$ cat src/rtl/kypd_pkg.sv
// kypd_pkg: shared types and constants for the 4x4 keypad scan encoder.
//   kypd_state_e : debounce FSM states
//   scan_res_t   : one full-scan result, either NONE or a {row,col} position
//   LEGEND       : printed legend of each key, indexed by {row,col}
//   legend()     : position -> hex code lookup
package kypd_pkg;

  typedef enum logic [1:0] {
    IDLE,
    PRESS_DB,
    PRESSED,
    RELEASE_DB
  } kypd_state_e;

  typedef struct packed {
    logic       none;
    logic [3:0] pos;    // {row[1:0], col[1:0]}
  } scan_res_t;

  localparam scan_res_t RES_NONE = '{none: 1'b1, pos: 4'h0};

  // Rows top to bottom: 1 2 3 A / 4 5 6 B / 7 8 9 C / 0 F E D
  localparam logic [3:0] LEGEND [16] = '{
    4'h1, 4'h2, 4'h3, 4'hA,
    4'h4, 4'h5, 4'h6, 4'hB,
    4'h7, 4'h8, 4'h9, 4'hC,
    4'h0, 4'hF, 4'hE, 4'hD
  };

  function automatic logic [3:0] legend(input logic [3:0] pos);
    return LEGEND[pos];
  endfunction

endpackage

$ cat src/rtl/keypad_scan_encoder_if.sv
// keypad_scan_encoder_if: key-code handshake between the encoder and its consumer.
//   key_code  : hex legend of the confirmed key
//   key_valid : key_code holds an unconsumed press
//   key_ready : consumer accepts key_code while key_valid is high
//   key_held  : a confirmed key is currently held down
//   overrun   : one-cycle pulse, a confirmed press was dropped
// master = encoder side, slave = consumer side.
interface keypad_scan_encoder_if;
  logic [3:0] key_code;
  logic       key_valid;
  logic       key_ready;
  logic       key_held;
  logic       overrun;

  modport master (
    output key_code, key_valid, key_held, overrun,
    input  key_ready
  );

  modport slave (
    input  key_code, key_valid, key_held, overrun,
    output key_ready
  );
endinterface

$ cat src/rtl/kypd_row_sync.sv
// kypd_row_sync: two-flop synchronizer for the active-low keypad row lines.
//   clk, rst_n   : system clock, async active-low reset
//   row_async_i  : raw row lines from the pins
//   row_sync_o   : synchronized row lines (reset to all released)
module kypd_row_sync (
  input  logic       clk,
  input  logic       rst_n,
  input  logic [3:0] row_async_i,
  output logic [3:0] row_sync_o
);

  logic [3:0] meta_q;
  logic [3:0] sync_q;

  always_ff @(posedge clk or negedge rst_n) begin
    if (!rst_n) begin
      meta_q <= 4'hF;
      sync_q <= 4'hF;
    end else begin
      meta_q <= row_async_i;
      sync_q <= meta_q;
    end
  end

  assign row_sync_o = sync_q;

endmodule

$ cat src/rtl/keypad_scan_encoder.sv
// keypad_scan_encoder: scans a 4x4 active-low matrix keypad, debounces the
// first pressed key and hands its hex code downstream over valid/ready.
//   clk, rst_n : system clock, async active-low reset
//   col_n      : column strobes, exactly one bit low
//   row_n      : row sense lines, active-low, asynchronous
//   kbus       : key_code/key_valid/key_ready/key_held/overrun handshake
//
// state      | meaning
// IDLE       | no key seen
// PRESS_DB   | candidate key seen, counting matching scans
// PRESSED    | key confirmed and held, other keys ignored
// RELEASE_DB | no key seen since PRESSED, counting empty scans
module keypad_scan_encoder
  import kypd_pkg::*;
#(
  parameter int SCAN_DIV       = 100000,
  parameter int DEBOUNCE_SCANS = 4
) (
  input  logic                         clk,
  input  logic                         rst_n,
  output logic [3:0]                   col_n,
  input  logic [3:0]                   row_n,
  keypad_scan_encoder_if.master        kbus
);

  localparam int             DW       = $clog2(SCAN_DIV);
  localparam int             CW       = $clog2(DEBOUNCE_SCANS + 1);
  localparam logic [DW-1:0]  DIV_LOAD = DW'(SCAN_DIV - 1);
  localparam logic [CW-1:0]  DB_LIM   = CW'(DEBOUNCE_SCANS);
  localparam bit             DB_ONE   = (DEBOUNCE_SCANS == 1);

  logic [3:0] row_s;

  kypd_row_sync u_row_sync (
    .clk         (clk),
    .rst_n       (rst_n),
    .row_async_i (row_n),
    .row_sync_o  (row_s)
  );

  // Column dwell timer: down-counter, terminal count on zero.
  logic [DW-1:0] div_q, div_d;
  logic [1:0]    col_q, col_d;
  logic          tc;

  assign tc = (div_q == '0);

  always_comb begin
    div_d = tc ? DIV_LOAD : div_q - DW'(1);
    col_d = tc ? col_q + 2'd1 : col_q;
  end

  assign col_n = ~(4'b0001 << col_q);

  // Scan accumulator: keeps the first hit of the scan. Columns are visited in
  // ascending order, so "first hit" already gives lowest-column priority.
  scan_res_t acc_q, acc_d, samp_res;
  logic      scan_done;

  always_comb begin
    samp_res = acc_q;
    if (acc_q.none) begin
      for (int r = 3; r >= 0; r--) begin
        if (!row_s[r]) samp_res = '{none: 1'b0, pos: {2'(r), col_q}};
      end
    end
    scan_done = tc && (col_q == 2'd3);
    acc_d     = acc_q;
    if (tc) acc_d = scan_done ? RES_NONE : samp_res;
  end

  // Debounce FSM, stepped once per completed scan.
  kypd_state_e   state_q, state_d;
  logic [3:0]    cand_q, cand_d;
  logic [CW-1:0] cnt_q, cnt_d, cnt_inc;
  logic          confirm;

  always_comb begin
    state_d = state_q;
    cand_d  = cand_q;
    cnt_d   = cnt_q;
    confirm = 1'b0;
    cnt_inc = cnt_q + CW'(1);
    if (scan_done) begin
      unique case (state_q)
        IDLE: begin
          if (!samp_res.none) begin
            cand_d = samp_res.pos;
            cnt_d  = CW'(1);
            if (DB_ONE) begin
              state_d = PRESSED;
              confirm = 1'b1;
            end else begin
              state_d = PRESS_DB;
            end
          end
        end
        PRESS_DB: begin
          if (samp_res.none) begin
            state_d = IDLE;
          end else if (samp_res.pos == cand_q) begin
            cnt_d = cnt_inc;
            if (cnt_inc == DB_LIM) begin
              state_d = PRESSED;
              confirm = 1'b1;
            end
          end else begin
            cand_d = samp_res.pos;
            cnt_d  = CW'(1);
          end
        end
        PRESSED: begin
          if (samp_res.none) begin
            cnt_d   = CW'(1);
            state_d = DB_ONE ? IDLE : RELEASE_DB;
          end
        end
        RELEASE_DB: begin
          if (samp_res.none) begin
            cnt_d = cnt_inc;
            if (cnt_inc == DB_LIM) state_d = IDLE;
          end else begin
            state_d = PRESSED;
          end
        end
        default: state_d = IDLE;
      endcase
    end
  end

  // Output register: a confirm only lands if the slot is free or being
  // drained this very cycle; otherwise it is reported and dropped.
  logic [3:0] code_q, code_d;
  logic       valid_q, valid_d;
  logic       ovr_q, ovr_d;

  always_comb begin
    code_d  = code_q;
    valid_d = valid_q;
    ovr_d   = 1'b0;
    if (valid_q && kbus.key_ready) valid_d = 1'b0;
    if (confirm) begin
      if (!valid_q || kbus.key_ready) begin
        code_d  = legend(cand_d);
        valid_d = 1'b1;
      end else begin
        ovr_d = 1'b1;
      end
    end
  end

  always_ff @(posedge clk or negedge rst_n) begin
    if (!rst_n) begin
      div_q   <= DIV_LOAD;
      col_q   <= 2'd0;
      acc_q   <= RES_NONE;
      state_q <= IDLE;
      cand_q  <= 4'h0;
      cnt_q   <= '0;
      code_q  <= 4'h0;
      valid_q <= 1'b0;
      ovr_q   <= 1'b0;
    end else begin
      div_q   <= div_d;
      col_q   <= col_d;
      acc_q   <= acc_d;
      state_q <= state_d;
      cand_q  <= cand_d;
      cnt_q   <= cnt_d;
      code_q  <= code_d;
      valid_q <= valid_d;
      ovr_q   <= ovr_d;
    end
  end

  assign kbus.key_code  = code_q;
  assign kbus.key_valid = valid_q;
  assign kbus.overrun   = ovr_q;
  assign kbus.key_held  = (state_q == PRESSED) || (state_q == RELEASE_DB);

endmodule

$ cat src/flat_wrapper.sv
// flat-port wrapper written by rule: the top's interface ports become plain ports
module keypad_scan_encoder_flat import kypd_pkg::*;
#(
  parameter int SCAN_DIV       = 100000,
  parameter int DEBOUNCE_SCANS = 4
)
  (clk, rst_n, col_n, row_n, kbus_key_code, kbus_key_valid, kbus_key_held, kbus_overrun, kbus_key_ready);
  keypad_scan_encoder_if kbus_i ();
  input  logic clk;
  input  logic rst_n;
  output logic [3:0] col_n;
  input  logic [3:0] row_n;
  output wire logic [$bits(kbus_i.key_code)-1:0] kbus_key_code;
  output wire logic [$bits(kbus_i.key_valid)-1:0] kbus_key_valid;
  output wire logic [$bits(kbus_i.key_held)-1:0] kbus_key_held;
  output wire logic [$bits(kbus_i.overrun)-1:0] kbus_overrun;
  input wire logic [$bits(kbus_i.key_ready)-1:0] kbus_key_ready;
  assign kbus_key_code = kbus_i.key_code;
  assign kbus_key_valid = kbus_i.key_valid;
  assign kbus_key_held = kbus_i.key_held;
  assign kbus_overrun = kbus_i.overrun;
  assign kbus_i.key_ready = kbus_key_ready;
  keypad_scan_encoder #(.SCAN_DIV(SCAN_DIV), .DEBOUNCE_SCANS(DEBOUNCE_SCANS)) u_core (.clk(clk), .rst_n(rst_n), .col_n(col_n), .row_n(row_n), .kbus(kbus_i));
endmodule
$ cat config.mk
export PLATFORM = sky130hd
export DESIGN_NAME = keypad_scan_encoder_flat
export DESIGN_NICKNAME = d
export VERILOG_FILES = /design/src/rtl/kypd_pkg.sv /design/src/rtl/keypad_scan_encoder_if.sv /design/src/rtl/kypd_row_sync.sv /design/src/rtl/keypad_scan_encoder.sv /design/src/flat_wrapper.sv
export SDC_FILE = /design/constraint.sdc
export NUM_CORES = 1
export LEC_CHECK = 0
export ABC_AREA = 0
export ABC_CLOCK_PERIOD_IN_PS = 4750
export CELL_PAD_IN_SITES_DETAIL_PLACEMENT = 1
export CELL_PAD_IN_SITES_GLOBAL_PLACEMENT = 1
export CORE_AREA = 2 2 82 68
export DETAILED_ROUTE_END_ITERATION = 10
export DIE_AREA = 0 0 84 70
export PLACE_DENSITY = 0.93
export SYNTH_ARGS = -nofsm -noshare
export SYNTH_HDL_FRONTEND = slang
export SYNTH_HIERARCHICAL = 1
export SYNTH_SLANG_ARGS = --single-unit
$ cat constraint.sdc
create_clock -name clk -period 4.75 [get_ports clk]
set_clock_uncertainty 0.1 [all_clocks]
set_input_delay 0.7125 -clock clk [delete_from_list [all_inputs] [get_ports clk]]
set_output_delay 0.7125 -clock clk [all_outputs]
set_load 0.02 [all_outputs]
==> reports/metrics.csv <==
metric,value,unit
Mapped Cells,239,
final hold violation count,0,
Non-Filler Instances,324,
input/output buffers,17,
top flop regs,"u_core/div_q: 17 flops, u_core/acc_q: 5 flops",
Final clock-cell share,3.34,%
GR Util All Layers,20.5,%
post-route antenna net violation count,0,
worst skew pair latency,0.29,ns
status,completed,
Hold Path Origin,u_core/u_row_sync/meta_q[0],
CP max-delay cell,or4b_1,
Die Span X,84,um
Hold WC Path Type,reg2reg,
Routed wire per std cell,16.8,um
I/O pin total,18,
Setup CP Type,reg2reg,
drc violations,0,
Final TNS setup,0,ns
worst r2r dst,u_core/kbus.key_code[2],
"Remaining Overflow, GRT",0,
Max Cap Violations,0,
[routing by layer]
layer | global-route usage [%] | part of all wire (%) | vias to the layer above
li1 | - | - | 878
met1 | 26.9 | 47 | 910
met2 | 33.9 | 47 | 42
met3 | 4.96 | 4.1 | 8
met4 | 6.09 | 1.4 | 0
met5 | 0 | 0 | -
[report_power, final]
group | switching [mW] | leakage (nW) | total (mW) | internal, mW
Combinational | 0.00853 | 0.566 | 0.0130 | 0.00449
Clock | 0.126 | 0.0482 | 0.243 | 0.118
Sequential | 0.00255 | 0.564 | 0.409 | 0.407
Total | 0.137 | 1.18 | 0.666 | 0.529
[cell usage after synthesis, drive strengths merged, types with 2 or more instances]
library cell,count,share of area [%]
xor2,4,1.4
inv,18,2.8
and3,3,0.78
nor3,7,2.1
or3,8,2.3
o31ai,2,0.62
nor4,4,1.0
nand4,2,0.52
dfrtp,28,29
mux2i,2,0.83
o22ai,2,0.52
clkbuf,5,0.78
o21ai,14,2.9
a22o,3,1.1
a21boi,2,0.62
ha,11,5.7
nand2b,5,1.3
nor2,18,2.8
a21o,4,1.2
or4,4,1.4
a31oi,3,0.78
mux2,4,1.9
dfstp,19,21
xnor2,10,3.6
nand2,21,3.3
a21bo,2,0.83
nand3,9,1.9
a21oi,9,1.9
[critical path, delay by kind of cell, from the launching register on]
family	cells	cell delay, ns
compound gates	1	0.09
flops	1	0.38
buf+inv	2	0.17
simple gates	4	1.55
fa+ha+maj	2	0.34
mux	2	0.70
[metrics by stage]
step                hold WS, ns  power [mW]  worst slack [ns]  utilization (%)
detailed placement        0.249       0.430              1.36             50.9
CTS                       0.261       0.675              1.29             52.7
global placement          0.246       0.429              1.48             50.9
global route              0.267       0.697              1.13             52.7
finish                    0.262       0.666              1.30             52.7
floorplan                 0.245       0.417              1.61                -
drive_strength.png
Scale bar: 20 um.
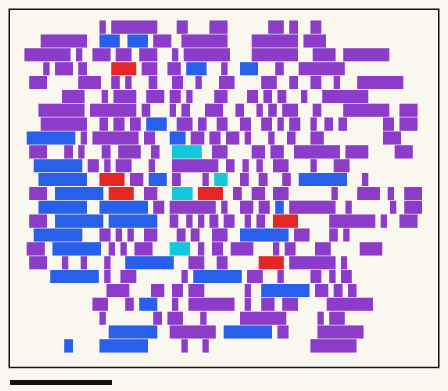
[blue] drive 2 | cells: 29
[purple] drive 1 or less | cells: 220
[cyan] drive 3 to 4 | cells: 4
[red] drive 6 and up | cells: 6

final_clocks.png
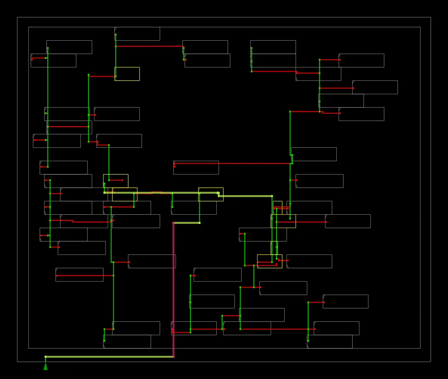
Sink Count: 47
P_clk: 0.243 mW
CTS buffer count: 5
Seq Cell Count: 47
clock buffer count: 7

registers.png
Scale bar: 20 um.
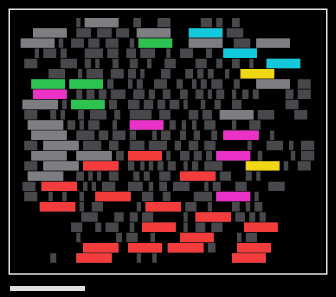
[cyan] `u_core/cnt_q` | placed flops: 3
[magenta] `u_core/acc_q` | placed flops: 5
[yellow] `u_core/col_q` | placed flops: 2
[green] `u_core/cand_q` | placed flops: 4 | where: north-west
[red] `u_core/div_q` | placed flops: 17
not coloured: 16

Power and IR drop assume default switching activity.
